===== config.mk =====
export PLATFORM = sky130hd
export DESIGN_NAME = piso_tx
export DESIGN_NICKNAME = d
export VERILOG_FILES = /design/src/rtl/piso_sipo_pkg.sv /design/src/rtl/piso_bit_counter.sv /design/src/rtl/piso_tx.sv
export SDC_FILE = /design/constraint.sdc
export NUM_CORES = 1
export LEC_CHECK = 0
export ABC_AREA = 1
export ABC_CLOCK_PERIOD_IN_PS = 2100
export CORE_AREA = 2 2 39 41
export CTS_CLUSTER_SIZE = 28
export DETAILED_ROUTE_END_ITERATION = 8
export DIE_AREA = 0 0 41 43
export GPL_TIMING_DRIVEN = 0
export PLACE_DENSITY_LB_ADDON = 0.3
export SLEW_MARGIN = 40
export SYNTH_ARGS = -nofsm -noshare
export SYNTH_HDL_FRONTEND = slang
export SYNTH_HIERARCHICAL = 1
export SYNTH_SLANG_ARGS = --single-unit

===== constraint.sdc =====
create_clock -name clk -period 2.1 [get_ports clk]
set_clock_uncertainty 0.1 [all_clocks]
set_input_delay 0.21 -clock clk [delete_from_list [all_inputs] [get_ports clk]]
set_output_delay 0.21 -clock clk [all_outputs]
set_load 0.02 [all_outputs]

===== src/rtl/piso_sipo_pkg.sv =====
// Shared definitions for the PISO transmitter and SIPO receiver so both ends agree
// on state encoding and frame length.
package piso_sipo_pkg;

  localparam int DEFAULT_WIDTH = 8;

  typedef enum logic [1:0] {
    IDLE   = 2'd0,
    SHIFT  = 2'd1,
    PARITY = 2'd2
  } state_t;

  // One frame is the data bits, plus one trailing bit when parity is enabled.
  function automatic int frame_len(input int width, input bit parity_en);
    return parity_en ? width + 1 : width;
  endfunction

endpackage


===== src/rtl/piso_bit_counter.sv =====
// Bit-position counter for one frame: cleared on word accept, advanced per data bit,
// flags the final data bit.
module piso_bit_counter #(
  parameter int WIDTH = 8,
  parameter int CW    = $clog2(WIDTH)
) (
  input  logic          clk,
  input  logic          rst_n,
  input  logic          clear,
  input  logic          enable,
  output logic [CW-1:0] count,
  output logic          at_last
);

  assign at_last = (count == CW'(WIDTH - 1));

  // Clear wins over enable so a word accepted in the last bit cycle starts at 0.
  always_ff @(posedge clk or negedge rst_n) begin
    if (!rst_n) begin
      count <= '0;
    end else if (clear) begin
      count <= '0;
    end else if (enable) begin
      count <= at_last ? '0 : count + CW'(1);
    end
  end

endmodule


===== src/rtl/piso_tx.sv =====
// MSB-first parallel-in/serial-out transmitter with a valid/ready load port.
// Define PISO_PARITY_EN to append an even-parity bit after every frame.
module piso_tx
  import piso_sipo_pkg::*;
#(
  parameter int WIDTH = DEFAULT_WIDTH
) (
  input  logic             clk,
  input  logic             rst_n,
  input  logic [WIDTH-1:0] load_data,
  input  logic             load_valid,
  output logic             load_ready,
  output logic             serial_out,
  output logic             frame_start,
  output logic             busy
);

  localparam int CW = $clog2(WIDTH);

  state_t           state, next_state;
  logic [WIDTH-1:0] shift_reg;
  logic [CW-1:0]    bit_cnt;
  logic             at_last;
  logic             accept;
`ifdef PISO_PARITY_EN
  logic             parity_acc;
`endif

  // Handshake: a word transfers on the rising edge where load_valid && load_ready.
  // load_ready is a function of state only (idle, or the final bit cycle of a
  // frame), so a producer holding load_valid simply waits for it.
  assign accept = load_valid && load_ready;

  piso_bit_counter #(.WIDTH(WIDTH), .CW(CW)) u_bit_counter (
    .clk     (clk),
    .rst_n   (rst_n),
    .clear   (accept),
    .enable  (state == SHIFT),
    .count   (bit_cnt),
    .at_last (at_last)
  );

  always_ff @(posedge clk or negedge rst_n) begin
    if (!rst_n) begin
      state <= IDLE;
    end else begin
      state <= next_state;
    end
  end

  always_comb begin
    next_state = state;
    case (state)
      IDLE: begin
        if (accept) next_state = SHIFT;
      end
      SHIFT: begin
        if (at_last) begin
`ifdef PISO_PARITY_EN
          next_state = PARITY;
`else
          next_state = accept ? SHIFT : IDLE;
`endif
        end
      end
      PARITY: begin
        next_state = accept ? SHIFT : IDLE;
      end
      default: next_state = IDLE;
    endcase
  end

  always_comb begin
    load_ready  = 1'b0;
    serial_out  = 1'b0;
    frame_start = 1'b0;
    busy        = (state != IDLE);
    case (state)
      IDLE: begin
        load_ready = 1'b1;
      end
      SHIFT: begin
        serial_out  = shift_reg[WIDTH-1];
        frame_start = (bit_cnt == '0);
`ifndef PISO_PARITY_EN
        load_ready  = at_last;
`endif
      end
`ifdef PISO_PARITY_EN
      PARITY: begin
        serial_out = parity_acc;
        load_ready = 1'b1;
      end
`endif
      default: ;
    endcase
  end

  always_ff @(posedge clk or negedge rst_n) begin
    if (!rst_n) begin
      shift_reg <= '0;
    end else if (accept) begin
      shift_reg <= load_data;
    end else if (state == SHIFT) begin
      shift_reg <= {shift_reg[WIDTH-2:0], 1'b0};
    end
  end

`ifdef PISO_PARITY_EN
  // Accumulates the bits as they leave, so it holds the frame's XOR in PARITY.
  always_ff @(posedge clk or negedge rst_n) begin
    if (!rst_n) begin
      parity_acc <= 1'b0;
    end else if (accept) begin
      parity_acc <= 1'b0;
    end else if (state == SHIFT) begin
      parity_acc <= parity_acc ^ shift_reg[WIDTH-1];
    end
  end
`endif

endmodule

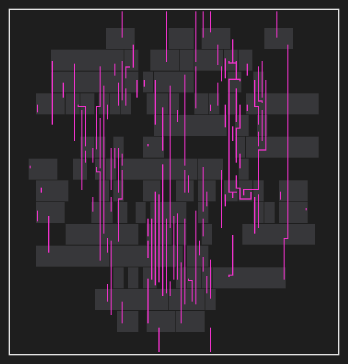
**Above:** run 1 (signal wires on met2).
Scale: 8 px per um. Cells faint in the background.
- nets with wire on the layer: 75
- main direction: vertical

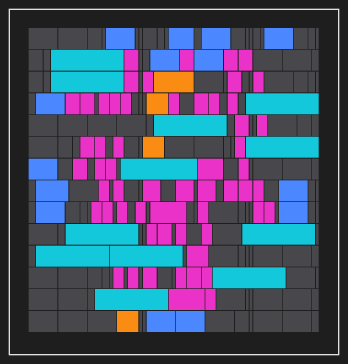
**Above:** run 1 (cell classes on the final placement).
Scale: 8 px per um. Fill, decap, tap and diode cells in gray.
- clock drivers and dummy loads: orange (cells 4; share of their area 4.9%)
- other buffers and delay cells: blue (cells 14; share of their area 19%)
- flops: cyan (cells 12; share of their area 40%)
- combinational and other logic: magenta (cells 57; share of their area 36%)

==> results.json, run 1 <==
{
  "synthTopLogicFamily": "simple AND/OR/NAND/NOR gates",
  "worst_setup_path_endpoint": "load_ready",
  "slew_of_the_pin_with_the_lowest_slew_margin_ps": 539.6,
  "detail_route.wirelength_mm": 1.131,
  "gp_congestion": 0.7089,
  "setup_slack_after_placement_ps": 176.7,
  "grt_setup_unrepaired": "no",
  "area_of_the_placeable_core_sq_mm": 0.001384,
  "hold_class": "primary input to flop",
  "synth.ff_latch_count": 12,
  "setup_viol_count_final": 0,
  "insertedDiodeCount": 0,
  "antenna_found_initial": 0,
  "drc": 0,
  "chipWidth_um": 41,
  "mux_share_pct": 0,
  "ctsLongestPathBuffers": 2,
  "place_area_sq_um": 730.7,
  "routed-via-count": 499,
  "grtUsageTotal_pct": 16.89,
  "yosys_aoi_share_pct": 1.509,
  "syn_to_final_growth_pct": 32.11,
  "final-max-slew-violation-count": 0,
  "path_buffers": 2,
  "finalCoreUtilization_pct": 55.43,
  "critical_path_required_ps": 1790,
  "fa_ha_area_share_pct": 4.310,
  "reg2reg_setup_slack_ps": 420,
  "final.period_utilization_pct": 95.04,
  "finalHoldWorstSlack_ps": 107.7,
  "cts.htree.levels": 1,
  "grt_pass1_vias": 450,
  "postCtsHoldBufs": 0,
  "run_status": "finished clean",
  "cts_resized": 1,
  "nFillCells": 132,
  "drt_iter0_markers": 8,
  "cts_tree": "built",
  "max_stage_delay_ps": 410,
  "total_power_mw": 0.9848,
  "setup_ws_ps": 104.1,
  "count_of_warnings_emitted_by_yosys": 6,
  "maxCapViolations": 0,
  "grt_first_pass_wirelength_mm": 1.932,
  "grt_overflow_total": 0,
  "post-cts-setup-buffer-count": 0
}
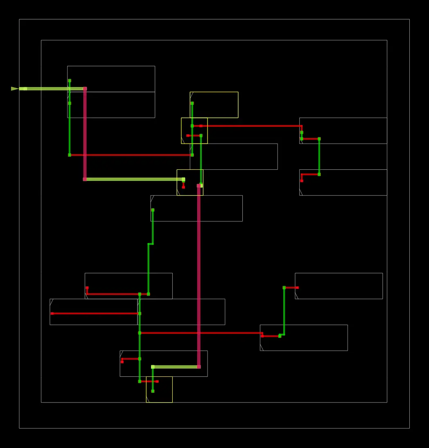
**Above:** run 1 (clock wiring as the flow saved it).
TritonCTS buffer count: 3
Clock Latency Late Sink: 280 ps
Clk. pwr: 0.187 mW

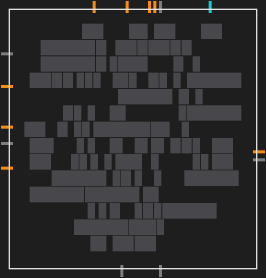
**Above:** run 1 (pin placement).
Scale: 6 px per um. Pins as bars across the die edge, other pins in gray.
- rst_n: cyan (pins 1; direction input; edge top)
- load_data: orange (pins 8; direction input; edge 4 top, 3 left, 1 right)

==> run 1: synthesized netlist by cell type <==
cell type                 number  area (sq um)
sky130_fd_sc_hd__inv_2         1         3.750
sky130_fd_sc_hd__dfrtp_1      12         300.3
sky130_fd_sc_hd__nor3b_1       1         7.510
sky130_fd_sc_hd__nor2_1        2         7.510
sky130_fd_sc_hd__ha_1          2         25.02
sky130_fd_sc_hd__inv_1         4         15.01
sky130_fd_sc_hd__nand3_1      17         85.08
sky130_fd_sc_hd__a21oi_2       1         8.760
sky130_fd_sc_hd__nor2_2        2         12.51
sky130_fd_sc_hd__nand2_1      26         97.59
sky130_fd_sc_hd__buf_6         1         11.26
sky130_fd_sc_hd__nand2_2       1         6.260
==> run 1: final cells by class <==
class | count | area [sq um] | area share [%]
Sequential cell | 12 | 301.5 | 39.31
Clock buffer | 4 | 36.28 | 4.731
Inverter | 5 | 18.77 | 2.447
Timing Repair Buffer | 13 | 128.9 | 16.80
Tap cell | 16 | 20.02 | 2.610
Multi-Input combinational cell | 52 | 250.2 | 32.63
Buffer | 1 | 11.26 | 1.468
==> run 1: per-layer routing <==
| layer | part of all wire, % | global-route usage [%] |
|---|---|---|
| met4 | 2.5 | 12.00 |
| met3 | 3.8 | 3.141 |
| met1 | 48 | 23.49 |
| met5 | 0 | 0 |
| met2 | 46 | 22.50 |
==> run 1: report_power, final <==
group	leakage (nW)	total (mW)	switching (mW)	internal, mW
clock	0.0210	0.187	0.0811	0.106
sequential	0.152	0.399	0.0749	0.324
combinational	0.214	0.399	0.226	0.173
total	0.386	0.985	0.382	0.603
**Run 1: clock network drawn from the DEF**

Scale: 12 px per um.
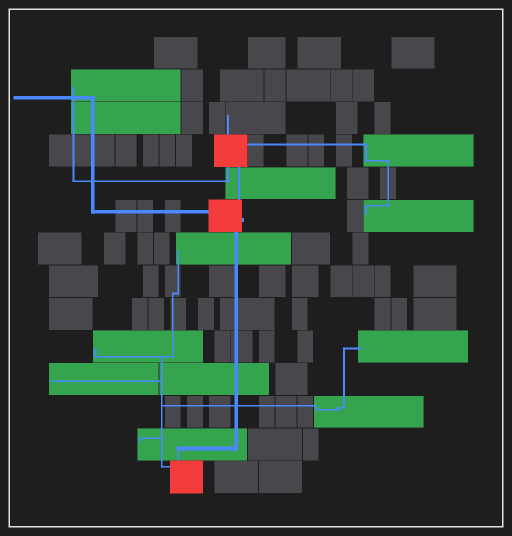

==> run 1 -> run 2 <==
--- a/config.mk
+++ b/config.mk
@@ -13,6 +13,7 @@
 export DIE_AREA = 0 0 41 43
 export GPL_TIMING_DRIVEN = 0
 export PLACE_DENSITY_LB_ADDON = 0.3
+export REMOVE_ABC_BUFFERS = 1
 export SLEW_MARGIN = 40
 export SYNTH_ARGS = -nofsm -noshare
 export SYNTH_HDL_FRONTEND = slang
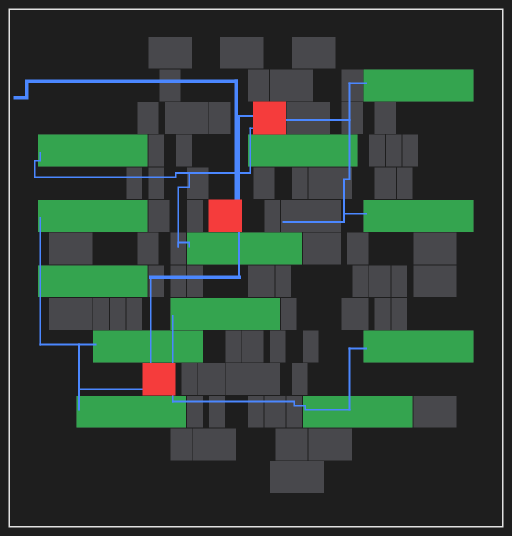
**Above:** run 2 (clock network drawn from the DEF).
Scale: 12 px per um.
- clock wires: blue (length 181 um)
- flip-flops: green (count 12)
- clock drivers: red (count 3)
- routed clock nets: 4

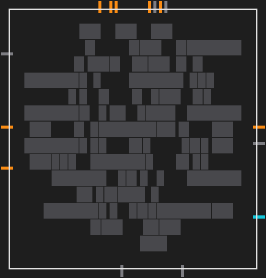
**Above:** run 2 (pin placement).
Scale: 6 px per um. Pins as bars across the die edge, other pins in gray.
- rst_n: cyan (pins 1; direction input; edge right)
- load_data: orange (pins 8; direction input; edge 5 top, 2 left, 1 right)
- all pins by edge: 7 top, 3 left, 3 right, 2 bottom

==> run 2 against run 1 <==
Wire length is 1.3% higher. Sequential share of layout area stayed put. Combinational power hardly changed. Maximum frequency is 2.4% higher. Critical path type unchanged. Highest routed layer unchanged.
==> results.json, run 2 <==
{
  "commonest_cells_in_the_synthesized_netlist": "sky130_fd_sc_hd__nand2_1, sky130_fd_sc_hd__nand3_1, sky130_fd_sc_hd__dfrtp_1",
  "sequentialPower_mw": 0.397,
  "logic_power_comb_mw": 0.398,
  "cts_tree": "built",
  "route.met3.wl_um": 51,
  "grt_setup_unrepaired": "no",
  "final-max-slew-violation-count": 0,
  "area_of_the_placeable_core_sq_mm": 0.001384,
  "async_flop_share_pct": 100.0,
  "cts_made_buffers": 3,
  "ctsLongestPathBuffers": 2,
  "top_cells_by_area": "sky130_fd_sc_hd__dfrtp_1, sky130_fd_sc_hd__nand2_1, sky130_fd_sc_hd__nand3_1",
  "grt.busiest_layer": "met2",
  "power.share.clock_pct": 19.0,
  "detail_route.wirelength.met1_um": 521,
  "synth.ff_latch_count": 12,
  "slew_of_the_pin_with_the_lowest_slew_margin_ps": 527.1,
  "topmost_layer_with_routed_signal_wires": "met4",
  "clk-insertion-delay-late_ps": 270,
  "routed-via-count": 504,
  "critical_path_required_ps": 1790,
  "finalHoldWorstSlack_ps": 176.4,
  "power.clock.total_mw": 0.186,
  "gp_congestion": 0.6938,
  "p_int_mw": 0.6040,
  "cts.htree.levels": 1,
  "final.period_utilization_pct": 92.83,
  "run_status": "finished clean",
  "hold_class": "primary input to asynchronous set/reset pin",
  "detail_route.wirelength_mm": 1.146,
  "grtUsageTotal_pct": 17.23,
  "route.met2.wl_um": 561,
  "top_power_group": "combinational logic",
  "reg2reg_setup_slack_ps": 410,
  "chipWidth_um": 41,
  "grt_overflow_total": 0,
  "nFillCells": 130,
  "maxCapViolations": 0,
  "power_frac_comb_pct": 40.6
}
[run 2: worst min-delay path by stage]
stage                                         from                                  to  slack [ps]  depth (start not counted)
final                                        rst_n            shift_reg[7]$_DFFE_PN0P_         180                          1
after global routing                         rst_n  u_bit_counter/count[2]$_DFFE_PN0P_         210                          1
after CTS                                    rst_n            shift_reg[7]$_DFFE_PN0P_         190                          1
after detailed placement  shift_reg[0]$_DFFE_PN0P_            shift_reg[0]$_DFFE_PN0P_         370                          2
after global placement    shift_reg[2]$_DFFE_PN0P_            shift_reg[3]$_DFFE_PN0P_         360                          2
after floorplan                              rst_n            shift_reg[0]$_DFFE_PN0P_        -190                          0
[run 2: layout make-up]
type                            instances  area (sq um)  area share [%]
Timing Repair Buffer                   14         140.1           18.27
Multi-Input combinational cell         52         250.2           32.63
Sequential cell                        12         301.5           39.31
Clock buffer                            4         36.28           4.731
Tap cell                               16         20.02           2.610
Inverter                                5         18.77           2.447
[run 2: cells by family after synthesis]
group           count (synthesis)  share of synthesized area (%)
fa+ha+maj                       2                          4.310
buf+inv                         6                          5.171
simple gates                   49                          37.28
flops                          12                          51.72
compound gates                  1                          1.509
[run 2: what timing repair did]
action,in CTS,in global routing
endpoints found under the setup margin,1,2
gates resized,1,2
buffers inserted,0,0
[run 2: worst max-delay path, delay by kind of cell, from the launching register on]
family	cells	cell delay, ps
buffers and inverters	2	700
DFF	1	470
and+or+nand+nor	1	190
[run 2: through the flow]
stage	power (mW)	cell area, sq um	worst slack [ps]	std cells
3_3_place_gp	0.7884	729.5	209.6	99
5_1_grt	1.071	767.0	26.94	103
2_1_floorplan	0.6491	569.3	507.6	69
3_5_place_dp	0.8092	729.5	173.4	99
4_1_cts	0.9923	764.5	46.65	103
6_report	0.9808	767.0	150.6	103
Power and IR drop assume default switching activity.
